`config.mk`:
```
export PLATFORM = sky130hd
export DESIGN_NAME = bit_serial_acc_sequencer
export DESIGN_NICKNAME = d
export VERILOG_FILES = /design/src/rtl/bs_pkg.sv /design/src/rtl/bs_bit_counter.sv /design/src/rtl/bit_serial_acc_sequencer.sv
export SDC_FILE = /design/constraint.sdc
export NUM_CORES = 1
export LEC_CHECK = 0
export CORE_MARGIN = 2
export CORE_UTILIZATION = 53
export CTS_BUF_LIST = sky130_fd_sc_hd__clkbuf_4
export CTS_CLUSTER_DIAMETER = 100
export DETAILED_ROUTE_END_ITERATION = 8
export GPL_TIMING_DRIVEN = 0
export PLACE_DENSITY_LB_ADDON = 0.3
export SETUP_SLACK_MARGIN = 0.2
export SLEW_MARGIN = 20
export SYNTH_ARGS = -nofsm -noshare
export SYNTH_HDL_FRONTEND = slang
export SYNTH_SLANG_ARGS = --single-unit
```
`constraint.sdc`:
```
create_clock -name i_clk -period 4.61 [get_ports i_clk]
set_input_delay 1.1525 -clock i_clk [delete_from_list [all_inputs] [get_ports i_clk]]
set_output_delay 1.1525 -clock i_clk [all_outputs]
set_load 0.02 [all_outputs]
```
`src/rtl/bs_pkg.sv`:
```
// Shared types and defaults for the bit-serial shift-accumulate sequencer.
package bs_pkg;

    localparam int DEF_WIDTH = 8;

    typedef enum logic [1:0] {
        IDLE  = 2'd0,
        CLEAR = 2'd1,
        PASS  = 2'd2,
        DONE  = 2'd3
    } state_t;

endpackage

```
`src/rtl/bs_bit_counter.sv`:
```
// Mod-WIDTH up counter with enable, synchronous clear (clear wins) and terminal-count flag.
module bs_bit_counter #(
    parameter int WIDTH = 8,
    parameter int CW    = $clog2(WIDTH)
) (
    input  logic          i_clk,
    input  logic          i_rst,
    input  logic          i_en,
    input  logic          i_clr,
    output logic [CW-1:0] o_cnt,
    output logic          o_tc
);

    logic [CW-1:0] cnt_q, cnt_d;

    assign o_cnt = cnt_q;
    assign o_tc  = (cnt_q == CW'(WIDTH - 1));

    always_comb begin
        cnt_d = cnt_q;
        if (i_clr) begin
            cnt_d = '0;
        end else if (i_en) begin
            cnt_d = o_tc ? '0 : cnt_q + CW'(1);
        end
    end

    always_ff @(posedge i_clk or posedge i_rst) begin
        if (i_rst) begin
            cnt_q <= '0;
        end else begin
            cnt_q <= cnt_d;
        end
    end

endmodule

```
`src/rtl/bit_serial_acc_sequencer.sv`:
```
// Sequences accumulator clear and P shift-add passes for the bit-serial datapath.
// Outputs decode only state, counters and i_stall; i_start only steers the next state.
module bit_serial_acc_sequencer
    import bs_pkg::*;
#(
    parameter int WIDTH = DEF_WIDTH,
    parameter int CW    = $clog2(WIDTH),
    parameter int PW    = $clog2(WIDTH + 1)
) (
    input  logic          i_clk,
    input  logic          i_rst,
    input  logic          i_start,
    input  logic [PW-1:0] i_num_passes,
    input  logic          i_stall,
    input  logic          i_abort,
    output logic          o_busy,
    output logic          o_done,
    output logic          o_con_shift,
    output logic          o_con_sign,
    output logic          o_zero_sel,
    output logic          o_carry_clr,
    output logic [CW-1:0] o_bit_idx,
    output logic [CW-1:0] o_pass_idx
);

    state_t        state_q, state_d;
    logic [CW-1:0] pass_q, pass_d;
    logic [PW-1:0] num_q, num_d;
    logic [PW-1:0] num_clamped;
    logic [CW-1:0] bit_idx;
    logic          bit_tc, bit_en, bit_clr;
    logic          active, last_pass;

    assign active      = (state_q == CLEAR) || (state_q == PASS);
    assign bit_en      = active && !i_stall && !i_abort;
    assign last_pass   = (PW'(pass_q) + PW'(1)) == num_q;
    assign num_clamped = (i_num_passes > PW'(WIDTH)) ? PW'(WIDTH) : i_num_passes;

    bs_bit_counter #(
        .WIDTH (WIDTH),
        .CW    (CW)
    ) u_bit_cnt (
        .i_clk (i_clk),
        .i_rst (i_rst),
        .i_en  (bit_en),
        .i_clr (bit_clr),
        .o_cnt (bit_idx),
        .o_tc  (bit_tc)
    );

    always_comb begin
        state_d = state_q;
        pass_d  = pass_q;
        num_d   = num_q;
        bit_clr = 1'b0;
        case (state_q)
            IDLE: begin
                if (i_start) begin
                    state_d = CLEAR;
                    num_d   = num_clamped;
                    pass_d  = '0;
                    bit_clr = 1'b1;
                end
            end
            CLEAR: begin
                if (i_abort) begin
                    state_d = IDLE;
                    pass_d  = '0;
                    bit_clr = 1'b1;
                end else if (!i_stall && bit_tc) begin
                    state_d = (num_q == '0) ? DONE : PASS;
                    pass_d  = '0;
                end
            end
            PASS: begin
                if (i_abort) begin
                    state_d = IDLE;
                    pass_d  = '0;
                    bit_clr = 1'b1;
                end else if (!i_stall && bit_tc) begin
                    // Index returns to 0 on completion so DONE/IDLE present clean indices.
                    if (last_pass) begin
                        state_d = DONE;
                        pass_d  = '0;
                    end else begin
                        pass_d  = pass_q + CW'(1);
                    end
                end
            end
            DONE: begin
                state_d = IDLE;
            end
            default: begin
                state_d = IDLE;
            end
        endcase
    end

    always_ff @(posedge i_clk or posedge i_rst) begin
        if (i_rst) begin
            state_q <= IDLE;
            pass_q  <= '0;
            num_q   <= '0;
        end else begin
            state_q <= state_d;
            pass_q  <= pass_d;
            num_q   <= num_d;
        end
    end

    assign o_busy      = active;
    assign o_done      = (state_q == DONE);
    assign o_con_shift = active && !i_stall;
    assign o_con_sign  = (state_q == PASS) && bit_tc && !i_stall;
    assign o_zero_sel  = (state_q == CLEAR);
    assign o_carry_clr = (state_q == PASS) && (bit_idx == '0);
    assign o_bit_idx   = bit_idx;
    assign o_pass_idx  = pass_q;

endmodule

```
==> images/cell_classes.png <==
The bar under the picture is 10 µm long.
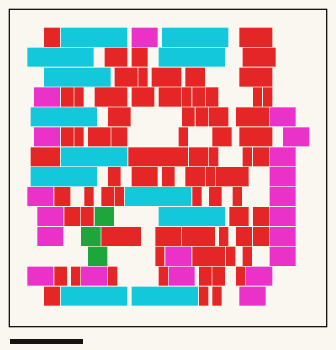
cyan -> flip-flops  # cells 12, share of their area 29%
magenta -> other buffers and delay cells  # cells 20, share of their area 19%
red -> all other logic  # cells 75, share of their area 50%
green -> cells driving clock nets  # cells 3, share of their area 2.2%
final design utilization: 0.718
sequential cell area share: 0.284

==> images/port_nets.png <==
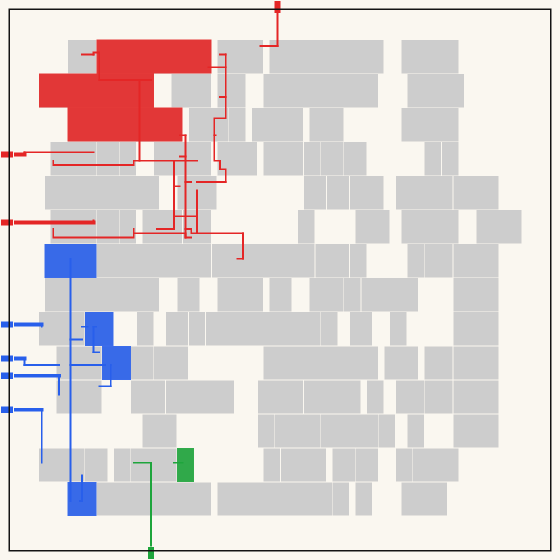
green -> i_rst  # bits 1, direction input, edge bottom, end cells 1, buffers 1, wire 8.70 µm
red -> o_pass_idx  # bits 3, direction output, edge 2 left, 1 top, end cells 3, buffers 3, wire 103 µm
blue -> i_num_passes  # bits 4, direction input, edge left, end cells 4, buffers 4, wire 48.6 µm
top-level port count: 21
Port Buf Inserts: 20

==> images/final_congestion.png <==
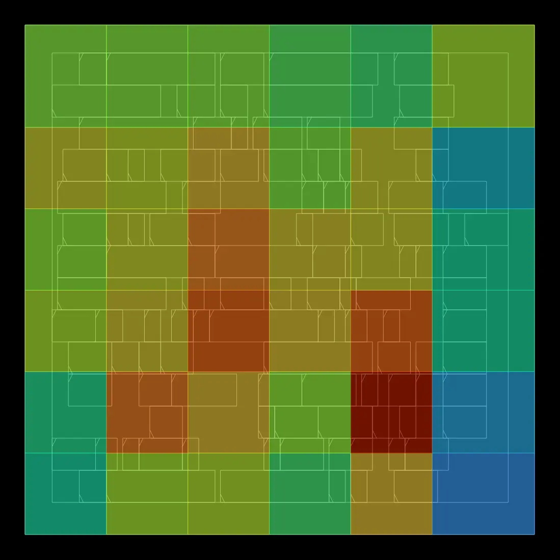
Most Crowded Layer GR: met2
global-route usage over all layers: 0.216

==> images/wire_density.png <==
The bar under the picture is 10 µm long. 9 x 9 tiles, from dark purple (low) to yellow (high), scaled to the fullest tile. Values are wire area over tile area, all layers added.
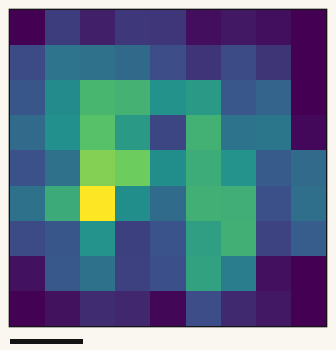
tiles over half the peak = 24%
mean over tiles = 0.15
emptiest ninth of the die = top right
nearly empty tiles = 9.9%

==> images/drive_strength.png <==
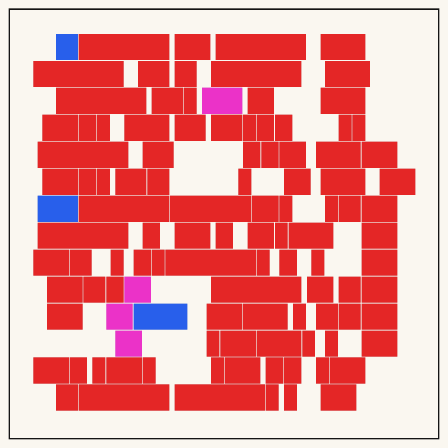
magenta -> drive 3 to 4  # cells 4, most used clkbuf_4
red -> drive 1 or less  # cells 103, most used clkdlybuf4s50_1
blue -> drive 2  # cells 3

==> impl_results.html <==
<h3>Flow metrics</h3>
<table>
<tr><th>Metric</th><th>Value</th></tr>
<tr><th colspan="2">Outcome</th></tr>
<tr><td>Outcome</td><td>finished, final reports clean</td></tr>
<tr><th colspan="2">Worst hold path</th></tr>
<tr><td>Sink of the worst hold path</td><td>num_q[2]</td></tr>
<tr><td>HP Class</td><td>reg2reg</td></tr>
<tr><td>Hold Path Origin</td><td>num_q[2]</td></tr>
<tr><td>Hold path cells</td><td>2</td></tr>
<tr><th colspan="2">GRT</th></tr>
<tr><td>GR Layer Usage met3</td><td>0.0213</td></tr>
<tr><td>Global-route wire length before repair</td><td>2.99 mm</td></tr>
<tr><td>Via count of the first global-routing pass</td><td>666</td></tr>
<tr><td>Pin count of the biggest net entering global routing</td><td>13</td></tr>
<tr><td>Grt met1 use</td><td>0.259</td></tr>
<tr><td>Number of antenna violations at the first check in global routing</td><td>0</td></tr>
<tr><td>Global-route met2 utilization</td><td>0.373</td></tr>
<tr><th colspan="2">Worst setup path</th></tr>
<tr><td>Crit start category</td><td>input pin</td></tr>
<tr><td>Critical path class</td><td>in2out</td></tr>
<tr><td>Crit path max fanout</td><td>4</td></tr>
<tr><td>CP arrival</td><td>2610 ps</td></tr>
<tr><td>Slack of the worst reg-to-reg path</td><td>2660 ps</td></tr>
<tr><td>Slowest CP cell</td><td>clkdlybuf4s50_1</td></tr>
<tr><td>Crit path DRT</td><td>3460 ps</td></tr>
<tr><td>Category of cells accounting for the largest share of critical-path delay</td><td>buffers and inverters</td></tr>
<tr><td>Crit-path most repeated cell</td><td>clkdlybuf4s50_1</td></tr>
<tr><td>Maximum cell stage delay along the critical path</td><td>590 ps</td></tr>
<tr><td>Setup crit end</td><td>o_con_sign</td></tr>
<tr><td>Worst Reg2Reg Path Length in Cells</td><td>6</td></tr>
<tr><th colspan="2">Layout</th></tr>
<tr><td>Flip-flop count of the largest register after layout</td><td>4</td></tr>
<tr><td>Highest-count cells in the layout ignoring fill and taps</td><td>20 x clkdlybuf4s50_1, 12 x dfrtp_1, 9 x nand2_1, 9 x ha_1, 8 x nor2_1</td></tr>
<tr><td>Most numerous logic cell after layout</td><td>clkdlybuf4s50_1</td></tr>
<tr><td>Number of diodes</td><td>0</td></tr>
<tr><td>Final instance area</td><td>1060 µm²</td></tr>
<tr><td>Area growth, synth to finish</td><td>29.8%</td></tr>
<tr><td>Final std cells w/o fill</td><td>126</td></tr>
<tr><td>Fraction of layout cells with a size suffix above 1</td><td>0.0636</td></tr>
<tr><td>Reg with most FFs</td><td>num_q</td></tr>
<tr><th colspan="2">Drt</th></tr>
<tr><td>Wire length on met1</td><td>760 µm</td></tr>
<tr><td>Iteration tally of the first detailed-router pass</td><td>4</td></tr>
<tr><td>Vias after detailed routing</td><td>690</td></tr>
<tr><td>Met2 wire len</td><td>901 µm</td></tr>
<tr><td>Detailed route wirelength on metal3</td><td>63 µm</td></tr>
<tr><td>Average wire per cell in the routed design</td><td>14.0 µm</td></tr>
<tr><td>Number of vias per cell after detailed routing</td><td>5.48</td></tr>
<tr><td>Highest metal used</td><td>met4</td></tr>
<tr><td>ANT nets after route</td><td>0</td></tr>
<tr><td>Iteration-0 DRC Markers</td><td>13</td></tr>
<tr><th colspan="2">Placed design</th></tr>
<tr><td>Post-Place Setup Slack</td><td>852 ps</td></tr>
<tr><td>Placed insts</td><td>123</td></tr>
<tr><th colspan="2">Timing</th></tr>
<tr><td>Maximum clock skew at final layout</td><td>0.414 ps</td></tr>
<tr><td>Final count of negative-setup-slack endpoints</td><td>0</td></tr>
<tr><td>Share of the clock period used by the worst path after layout</td><td>0.815</td></tr>
<tr><td>Final hold vios</td><td>0</td></tr>
<tr><td>RSZ-0062 raised after global routing</td><td>no</td></tr>
<tr><td>Final Max Tran Viols</td><td>0</td></tr>
<tr><td>Hold Worst Slack</td><td>535 ps</td></tr>
<tr><td>Slew margin rel.</td><td>0.590</td></tr>
<tr><td>Slew at the pin closest to its max-slew limit</td><td>613 ps</td></tr>
<tr><td>Maximum achievable frequency</td><td>0.266 GHz</td></tr>
<tr><th colspan="2">Run</th></tr>
<tr><td>Tool warnings</td><td>31</td></tr>
<tr><td>Max capacitance violation total</td><td>0</td></tr>
<tr><th colspan="2">Clock tree</th></tr>
<tr><td>Clk slew on worst S/H paths</td><td>70 ps</td></tr>
<tr><td>Post-cts sizing count</td><td>0</td></tr>
<tr><td>Clock tree from TritonCTS</td><td>done</td></tr>
<tr><td>Buffer cell driving the clock tree root</td><td>clkbuf_4</td></tr>
<tr><td>Maximum buffer depth of the clock tree</td><td>2</td></tr>
<tr><td>Worst skew pair latency</td><td>260 ps</td></tr>
<tr><td>Post-CTS setup buffer count</td><td>0</td></tr>
<tr><td>Sinks on Clock Net</td><td>12</td></tr>
<tr><th colspan="2">Synthesis</th></tr>
<tr><td>Top non-seq family</td><td>simple AND/OR/NAND/NOR gates</td></tr>
<tr><td>Post-synthesis adder-cell area fraction</td><td>0.138</td></tr>
<tr><td>Top cell type by total area after synthesis</td><td>dfrtp_1</td></tr>
<tr><td>Main area contributors</td><td>dfrtp_1 37%, ha_1 14%, o21ai_0 4.3%, nand2_1 4.2%, nor2_1 3.7%</td></tr>
<tr><td>Ys Warns</td><td>0</td></tr>
<tr><td>Area share of the largest cell type after synthesis</td><td>0.369</td></tr>
<tr><td>Unique cell type count in the Yosys netlist</td><td>32</td></tr>
<tr><td>Average cell area after synthesis</td><td>9.35 µm²</td></tr>
<tr><td>Sequential element share of the synthesized area</td><td>0.369</td></tr>
<tr><td>Fraction of synthesized cell area in xor and xnor cells</td><td>0.0492</td></tr>
<tr><td>Cell area after synthesis</td><td>813 µm²</td></tr>
<tr><td>Area share of and-or/or-and cells after synthesis</td><td>0.154</td></tr>
<tr><td>Cell total in the yosys stat output</td><td>87</td></tr>
<tr><td>Number of synthesized flops with an enable pin</td><td>0</td></tr>
<tr><td>Async set-or-reset flop fraction in the synthesized netlist</td><td>1.00</td></tr>
<tr><td>Most common library cells after synthesis</td><td>12 x dfrtp_1, 9 x ha_1, 9 x nand2_1, 8 x nor2_1</td></tr>
<tr><td>Instance count of the mapped netlist</td><td>87</td></tr>
<tr><td>Synthesized Nets</td><td>105</td></tr>
<tr><td>Post-synthesis mux area share</td><td>0.0262</td></tr>
<tr><td>Yosys simple share</td><td>0.231</td></tr>
<tr><td>Most common cell in the netlist</td><td>dfrtp_1</td></tr>
<tr><td>Flip-flop and latch count after synthesis</td><td>12</td></tr>
<tr><th colspan="2">Die</th></tr>
<tr><td>Die width</td><td>43.2 µm</td></tr>
<tr><td>Floorplan core density</td><td>0.553</td></tr>
<tr><td>Cell Rows</td><td>14</td></tr>
<tr><td>Die outline area</td><td>1860 µm²</td></tr>
<tr><th colspan="2">Power and ir drop</th></tr>
<tr><td>Worst vdd rail ir drop</td><td>0.279 mV</td></tr>
<tr><td>Relative contribution of the clock network to total power</td><td>0.146</td></tr>
<tr><td>Power density relative to cell area</td><td>400 nW/µm²</td></tr>
<tr><td>Design Power</td><td>0.000422 W</td></tr>
<tr><td>Power share of the combinational group</td><td>0.483</td></tr>
<tr><td>Share of power burned in registers</td><td>0.372</td></tr>
<tr><td>Static leakage</td><td>0.468 nW</td></tr>
<tr><td>Int Power</td><td>0.000257 W</td></tr>
</table>
[final cells by class]
| cell class | instances | area, µm² |
|---|---|---|
| sequential | 12 | 300 |
| tap | 16 | 20.0 |
| fill | 122 | 415 |
| clock buffer | 3 | 22.5 |
| multi-input combinational | 68 | 487 |
| timing repair buffer | 20 | 200 |
| inverter | 7 | 26.3 |
[power groups by stage]
| stage | sequential [W] | clock (W) | combinational, W |
|---|---|---|---|
| floorplan | 0.000155 | 0 | 0.000135 |
| global placement | 0.000156 | 0 | 0.000191 |
| detailed placement | 0.000158 | 0 | 0.000203 |
| CTS | 0.000155 | 0.0000637 | 0.000205 |
| global route | 0.000159 | 0.0000684 | 0.000227 |
| finish | 0.000157 | 0.0000615 | 0.000204 |
Power and IR drop assume default switching activity.
